[config.mk]
export PLATFORM = sky130hd
export DESIGN_NAME = multicycle_ctrl
export DESIGN_NICKNAME = d
export VERILOG_FILES = /design/src/rtl/multicycle_ctrl.sv
export SDC_FILE = /design/constraint.sdc
export NUM_CORES = 1
export LEC_CHECK = 0
export ABC_AREA = 0
export CORE_UTILIZATION = 37
export DETAILED_ROUTE_END_ITERATION = 10
export GPL_ROUTABILITY_DRIVEN = 1
export PLACE_DENSITY_LB_ADDON = 0.3
export SYNTH_ARGS = -nofsm -noshare
export SYNTH_HDL_FRONTEND = slang
export SYNTH_SLANG_ARGS = --single-unit
[constraint.sdc]
create_clock -name clk -period 2.7 [get_ports clk]
set_clock_uncertainty 0.1 [all_clocks]
set_input_delay 0.54 -clock clk [delete_from_list [all_inputs] [get_ports clk]]
set_output_delay 0.54 -clock clk [all_outputs]
set_load 0.01 [all_outputs]
[src/rtl/multicycle_ctrl.sv]
// Multicycle control sequencer for the RV64I-subset core: decodes IR, steps the
// shared datapath one state per cycle and runs the imem/dmem valid/ready handshakes.

package opcodes;
  localparam logic [6:0] TYPE_R    = 7'b0110011;
  localparam logic [6:0] TYPE_I    = 7'b0010011;
  localparam logic [6:0] TYPE_LOAD = 7'b0000011;
  localparam logic [6:0] TYPE_S    = 7'b0100011;
  localparam logic [6:0] TYPE_SB   = 7'b1100011;
  localparam logic [6:0] TYPE_JAL  = 7'b1101111;
  localparam logic [6:0] TYPE_JALR = 7'b1100111;
  localparam logic [6:0] TYPE_LUI  = 7'b0110111;
  localparam logic [6:0] TYPE_SYS  = 7'b1110011;

  typedef enum logic [3:0] {
    ALU_ADD   = 4'd0,
    ALU_SUB   = 4'd1,
    ALU_SLL   = 4'd2,
    ALU_SLT   = 4'd3,
    ALU_AND   = 4'd4,
    ALU_SRL   = 4'd5,
    ALU_SRA   = 4'd6,
    ALU_PASSB = 4'd7
  } alu_op_e;
endpackage

module multicycle_ctrl
  import opcodes::*;
#(
  parameter int ALU_OP_W = 4
) (
  input  logic                clk,
  input  logic                rst_n,
  input  logic [31:0]         instr,
  input  logic                alu_eq,
  input  logic                alu_lt,
  output logic                imem_req,
  input  logic                imem_ready,
  output logic                dmem_req,
  output logic                dmem_we,
  output logic [1:0]          dmem_size,
  output logic                dmem_unsigned,
  input  logic                dmem_ready,
  output logic                ir_write,
  output logic                pc_write,
  output logic [1:0]          pc_src,
  output logic [1:0]          alu_src_a,
  output logic [1:0]          alu_src_b,
  output logic [ALU_OP_W-1:0] alu_op,
  output logic                aluout_write,
  output logic [2:0]          imm_sel,
  output logic                reg_write,
  output logic [1:0]          wb_sel,
  output logic                halt,
  output logic                illegal
);

  typedef enum logic [3:0] {
    S_FETCH, S_DECODE, S_EXEC_R, S_EXEC_I, S_MEM_ADDR, S_MEM_ACC,
    S_LOAD_WB, S_ALU_WB, S_BRANCH, S_JUMP, S_HALT
  } state_e;

  state_e  state_q, state_d;
  logic    halt_q, halt_d;
  logic    illegal_q, illegal_d;
  alu_op_e alu_op_sel;
  logic    trap, trap_illegal;

  logic [6:0] opcode;
  logic [2:0] f3;
  logic [6:0] f7;
  logic       is_store;
  logic       unused_instr_bits;

  assign opcode   = instr[6:0];
  assign f3       = instr[14:12];
  assign f7       = instr[31:25];
  assign is_store = (opcode == TYPE_S);
  // Register numbers are routed by the datapath; the controller never looks at them.
  assign unused_instr_bits = ^{instr[24:15], instr[11:7]};

  assign alu_op  = ALU_OP_W'(alu_op_sel);
  assign halt    = halt_q;
  assign illegal = illegal_q;

  always_comb begin
    // NOTE: every signal gets a default before the case so no path leaves it unassigned (no latches).
    state_d       = state_q;
    halt_d        = halt_q;
    illegal_d     = illegal_q;
    trap          = 1'b0;
    trap_illegal  = 1'b0;
    imem_req      = 1'b0;
    dmem_req      = 1'b0;
    dmem_we       = 1'b0;
    dmem_size     = 2'd0;
    dmem_unsigned = 1'b0;
    ir_write      = 1'b0;
    pc_write      = 1'b0;
    pc_src        = 2'd0;
    alu_src_a     = 2'd0;
    alu_src_b     = 2'd0;
    alu_op_sel    = ALU_ADD;
    aluout_write  = 1'b0;
    imm_sel       = 3'd0;
    reg_write     = 1'b0;
    wb_sel        = 2'd0;

    case (state_q)
      S_FETCH: begin
        imem_req = 1'b1;
        if (imem_ready) begin
          ir_write = 1'b1;
          pc_write = 1'b1;
          state_d  = S_DECODE;
        end
      end
      S_DECODE: begin
        // Speculative old_pc+imm: branch/JAL target ready in ALUOut for the next state.
        alu_src_a    = 2'd1;
        alu_src_b    = 2'd1;
        imm_sel      = (opcode == TYPE_JAL) ? 3'd4 : 3'd2;
        aluout_write = 1'b1;
        case (opcode)
          TYPE_R:            state_d = S_EXEC_R;
          TYPE_I, TYPE_LUI:  state_d = S_EXEC_I;
          TYPE_LOAD, TYPE_S: state_d = S_MEM_ADDR;
          TYPE_SB:           state_d = S_BRANCH;
          TYPE_JAL:          state_d = S_JUMP;
          TYPE_JALR: begin
            if (f3 == 3'b000) state_d = S_JUMP;
            else begin trap = 1'b1; trap_illegal = 1'b1; end
          end
          TYPE_SYS: trap = 1'b1;
          default:  begin trap = 1'b1; trap_illegal = 1'b1; end
        endcase
      end
      S_EXEC_R: begin
        aluout_write = 1'b1;
        state_d      = S_ALU_WB;
        case ({f7, f3})
          {7'b0000000, 3'b000}: alu_op_sel = ALU_ADD;
          {7'b0100000, 3'b000}: alu_op_sel = ALU_SUB;
          {7'b0000000, 3'b001}: alu_op_sel = ALU_SLL;
          {7'b0000000, 3'b010}: alu_op_sel = ALU_SLT;
          {7'b0000000, 3'b111}: alu_op_sel = ALU_AND;
          default: begin
            aluout_write = 1'b0;
            trap         = 1'b1;
            trap_illegal = 1'b1;
          end
        endcase
      end
      S_EXEC_I: begin
        alu_src_b    = 2'd1;
        aluout_write = 1'b1;
        state_d      = S_ALU_WB;
        if (opcode == TYPE_LUI) begin
          alu_src_a  = 2'd2;
          imm_sel    = 3'd3;
          alu_op_sel = ALU_PASSB;
        end else begin
          // f7[6:1] is checked, f7[0] is shamt[5] on RV64.
          case (f3)
            3'b000: alu_op_sel = ALU_ADD;
            3'b010: alu_op_sel = ALU_SLT;
            3'b001: begin
              alu_op_sel = ALU_SLL;
              if (f7[6:1] != 6'b000000) begin trap = 1'b1; trap_illegal = 1'b1; end
            end
            3'b101: begin
              if (f7[6:1] == 6'b000000)      alu_op_sel = ALU_SRL;
              else if (f7[6:1] == 6'b010000) alu_op_sel = ALU_SRA;
              else begin trap = 1'b1; trap_illegal = 1'b1; end
            end
            default: begin trap = 1'b1; trap_illegal = 1'b1; end
          endcase
          if (trap) aluout_write = 1'b0;
        end
      end
      S_ALU_WB: begin
        reg_write = 1'b1;
        wb_sel    = 2'd0;
        state_d   = S_FETCH;
      end
      S_MEM_ADDR: begin
        alu_src_b     = 2'd1;
        imm_sel       = is_store ? 3'd1 : 3'd0;
        dmem_size     = f3[1:0];
        dmem_unsigned = f3[2];
        if (is_store && f3[2]) begin
          trap         = 1'b1;
          trap_illegal = 1'b1;
        end else begin
          aluout_write = 1'b1;
          state_d      = S_MEM_ACC;
        end
      end
      S_MEM_ACC: begin
        dmem_req      = 1'b1;
        dmem_we       = is_store;
        dmem_size     = f3[1:0];
        dmem_unsigned = f3[2];
        if (dmem_ready) state_d = is_store ? S_FETCH : S_LOAD_WB;
      end
      S_LOAD_WB: begin
        reg_write = 1'b1;
        wb_sel    = 2'd1;
        state_d   = S_FETCH;
      end
      S_BRANCH: begin
        alu_op_sel = ALU_SUB;
        state_d    = S_FETCH;
        case (f3)
          3'b000:  pc_write = alu_eq;
          3'b001:  pc_write = !alu_eq;
          3'b100:  pc_write = alu_lt;
          3'b101:  pc_write = !alu_lt;
          default: begin trap = 1'b1; trap_illegal = 1'b1; end
        endcase
        pc_src = pc_write ? 2'd1 : 2'd0;
      end
      S_JUMP: begin
        reg_write = 1'b1;
        wb_sel    = 2'd2;
        pc_write  = 1'b1;
        state_d   = S_FETCH;
        if (opcode == TYPE_JAL) begin
          pc_src = 2'd1;
        end else begin
          pc_src    = 2'd2;
          alu_src_b = 2'd1;
        end
      end
      S_HALT:  ;
      default: state_d = S_FETCH;
    endcase

    if (trap) begin
      state_d   = S_HALT;
      halt_d    = 1'b1;
      illegal_d = trap_illegal;
    end
  end

  always_ff @(posedge clk) begin
    // NOTE: state flops use non-blocking assignments so every flop samples pre-edge values.
    if (!rst_n) begin
      state_q   <= S_FETCH;
      halt_q    <= 1'b0;
      illegal_q <= 1'b0;
    end else begin
      state_q   <= state_d;
      halt_q    <= halt_d;
      illegal_q <= illegal_d;
    end
  end

endmodule

==> results.toml <==
# flow metrics
[synth]
yosysMostFrequentCell = "nor2_1"
ys_types = 53
synth_stat.cells = 150
synth_area_leader_cell = "dfxtp_1"
ff_type = "dfxtp_1"
top_cells_by_area = "dfxtp_1 12%, nor2_1 4.4%, and3_1 4.3%"
yosys.stat.seqShare_pct = 11.7
netlist_instances = 150
ys_area_um2 = 1020

[pwr]
cellPowerDensity_nw_per_um2 = 565
power_leakage_nw = 0.894
power_mw = 1.05

[flow_run]
tool_warnings = 41
drv_cap = 0

[critical_path]
cp-end-kind = "output pin"
critPathLaunchType = "input port"
worst-setup-path-type = "input port to output pin"
slowest_stage = "or4_4"
cp_slowest_stage_delay_ns = 0.56
critPathBufInv = 3
worstPathArrival_ns = 2.00

[timing]
fin_hold_ws_ns = 0.380
fmaxAchievable_mhz = 379
rsz0062_at_grt = "no"
setup-violations-final = 0
relSlewSlack_pct = 61.4
hold_viol = 0
fin_crit_ns = 2.64
worst_slew_pin_slew_ns = 0.575

[cells_and_area]
seq_area_um2 = 120
fin_area_um2 = 1860
finalNetCount = 270
logic_area_um2 = 901

[place]
post_dp_cell_area_um2 = 1770
place_congestion = 0.961

[die]
die_h_um = 54.6
die-area_um2 = 2980
die_w_um = 54.6
rows = 18
fp_util_pct = 40.3
core_um2 = 2540

[routing]
ant_nets = 0
via_per_inst = 5.90
drc = 0

[cts]
cts_tree = "yes"
cts.clk_slew.worst_paths_ns = 0.04
cts.path.max_buffers = 2
cts-root-buf = "clkbuf_4"
cts-buffers-inserted = 3

[grt]
grt_pass1_vias = 1437
grt_start_max_net_pins = 13
antenna_found_initial = 0

[status]
status = "finished clean"
-- cell families (layout without fill, tap and decap cells) --
| logic type | count (synthesis) | in the layout | share of synthesized area (%) |
|---|---|---|---|
| simple gates | 81 | 81 | 48.0 |
| xor+xnor | 3 | 3 | 2.56 |
| buf+inv | 18 | 97 | 7.45 |
| flops | 6 | 6 | 11.7 |
| compound gates | 38 | 38 | 26.9 |
| other cells | 1 | 2 | 0.366 |
| mux | 3 | 3 | 3.05 |
-- power by group --
| group | total [mW] | internal (mW) | switching, mW | leakage [nW] |
|---|---|---|---|---|
| registers | 0.169 | 0.128 | 0.0411 | 0.0495 |
| clock network | 0.0770 | 0.0499 | 0.0270 | 0.0138 |
| logic | 0.805 | 0.425 | 0.380 | 0.831 |
-- area by class of cell --
class                   count  share of cell area [%]
multi-input cells         127                    48.4
repair buffers             87                    40.5
flip-flops and latches      6                    6.46
well taps                  30                    2.02
inverters                   7                    1.41
clock buffers               3                    1.21
-- cell usage in the layout, fill, tap and decap left out, types with 4 or more instances in the layout --
| master | netlist | layout |
|---|---|---|
| o21ai_0 | 8 | 8 |
| a21oi_1 | 6 | 5 |
| dlygate4sd2_1 | 0 | 9 |
| nand2_1 | 10 | 9 |
| clkdlybuf4s50_1 | 0 | 21 |
| buf_6 | 0 | 4 |
| inv_1 | 7 | 7 |
| nand2b_1 | 6 | 5 |
| nand3_1 | 6 | 6 |
| dlymetal6s2s_1 | 0 | 5 |
| buf_4 | 2 | 38 |
| nor3_1 | 6 | 5 |
| dfxtp_1 | 6 | 6 |
| and3_1 | 7 | 6 |
| nor2_1 | 12 | 10 |
-- state kept, by name, summed over array words and instances (netlist names) --
register,cells
state_q,4
halt,1
illegal,1
-- stage by stage --
step	setup WS [ns]	cells
after global placement	-0.640	255
after global routing	0.00221	260
after floorplan	0.249	151
after CTS	0.000989	260
final	0.0587	260
after detailed placement	-0.741	255
-- repair_timing --
| action | in CTS | in global routing |
|---|---|---|
| endpoints found under the hold margin | 0 | 0 |
| hold buffers | 0 | 0 |
| buffers inserted | 2 | 0 |
| pin swaps | 13 | 10 |
| setup endpoints to repair | 18 | 9 |
| resized | 46 | 24 |
-- per-layer routing --
layer / track usage [%] / up-vias / routed length, µm
li1: - / 732 / -
met1: 30.8 / 725 / 1560
met2: 52.4 / 69 / 2080
met3: 3.61 / 8 / 228
met4: 17.9 / 0 / 105
met5: 0 / - / 0
-- path summary, 6_finish.rpt --
check,slack (ns),to,startpoint,depth (start not counted)
setup / recovery,0.06,alu_op[0],instr[28],8
hold reg to reg,0.38,halt$_SDFFE_PN0P_,halt$_SDFFE_PN0P_,1
hold / removal,0.38,halt$_SDFFE_PN0P_,halt$_SDFFE_PN0P_,1
setup reg to reg,0.47,state_q[3]$_SDFFE_PN0P_,state_q[1]$_SDFFE_PN0P_,7
Signal wires on met1:
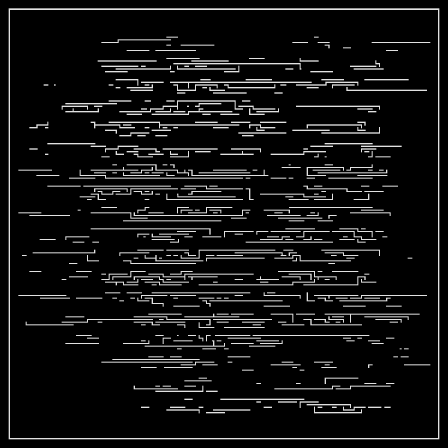
longest straight run	17.9 µm
nets with wire on the layer	230
wire length on this layer	1,560 µm
main direction	horizontal
share of all routed wire	39%
via count: 1,534
met1 GRT Util: 30.8%
routed wire length: 3980 µm

Metal 2:
Bar = 20 µm. Cells faint in the background.
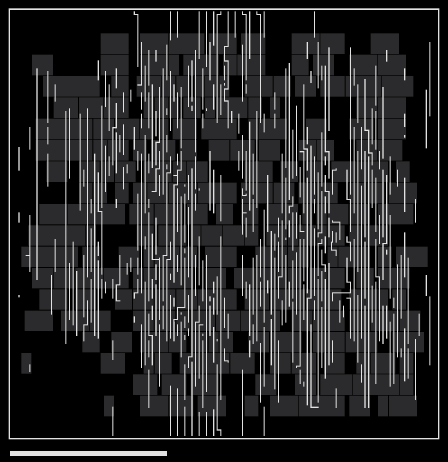
longest straight run	32.0 µm
main direction	vertical
nets with wire on the layer	233
share of all routed wire	52%
wire length on this layer	2,080 µm
grt met2 use: 52.4%

Signal wires on met3:
Bar = 20 µm.
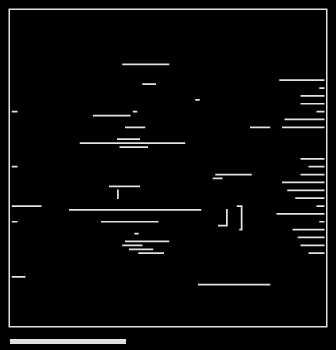
share of all routed wire	5.7%
wire length on this layer	229 µm
longest straight run	22.5 µm
main direction	horizontal
nets with wire on the layer	45

Layout detail:
Bar = 5 µm. Window x 4 to 24, y 31 to 51 µm. Cells in gray, sequential cells in the stronger gray; small squares are vias.
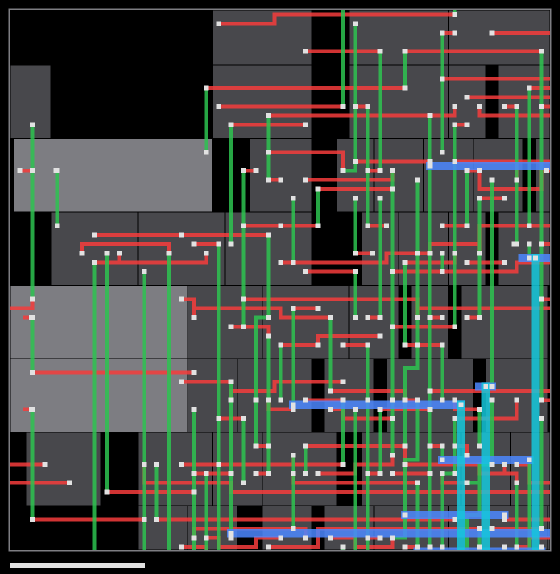
color	layer
cyan	M4
blue	M3
red	M1
green	M2
cells with their middle in the window	45
netlist names of flops here include	state_q (3)
sequential cells in the window	3
most frequent	o21ai_0 (5), nand3_1 (4), clkdlybuf4s50_1 (4)

Routing congestion:
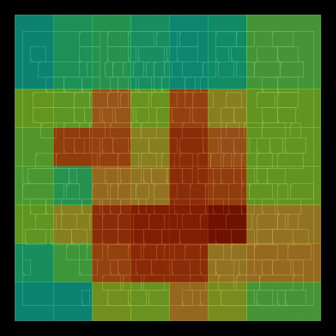
GRT Total Usage: 28.8%
grt met3 use: 3.61%
Core Util, Final: 73.1%
WL/cell: 15.3 µm

Power is estimated from default activity; no workload was simulated.
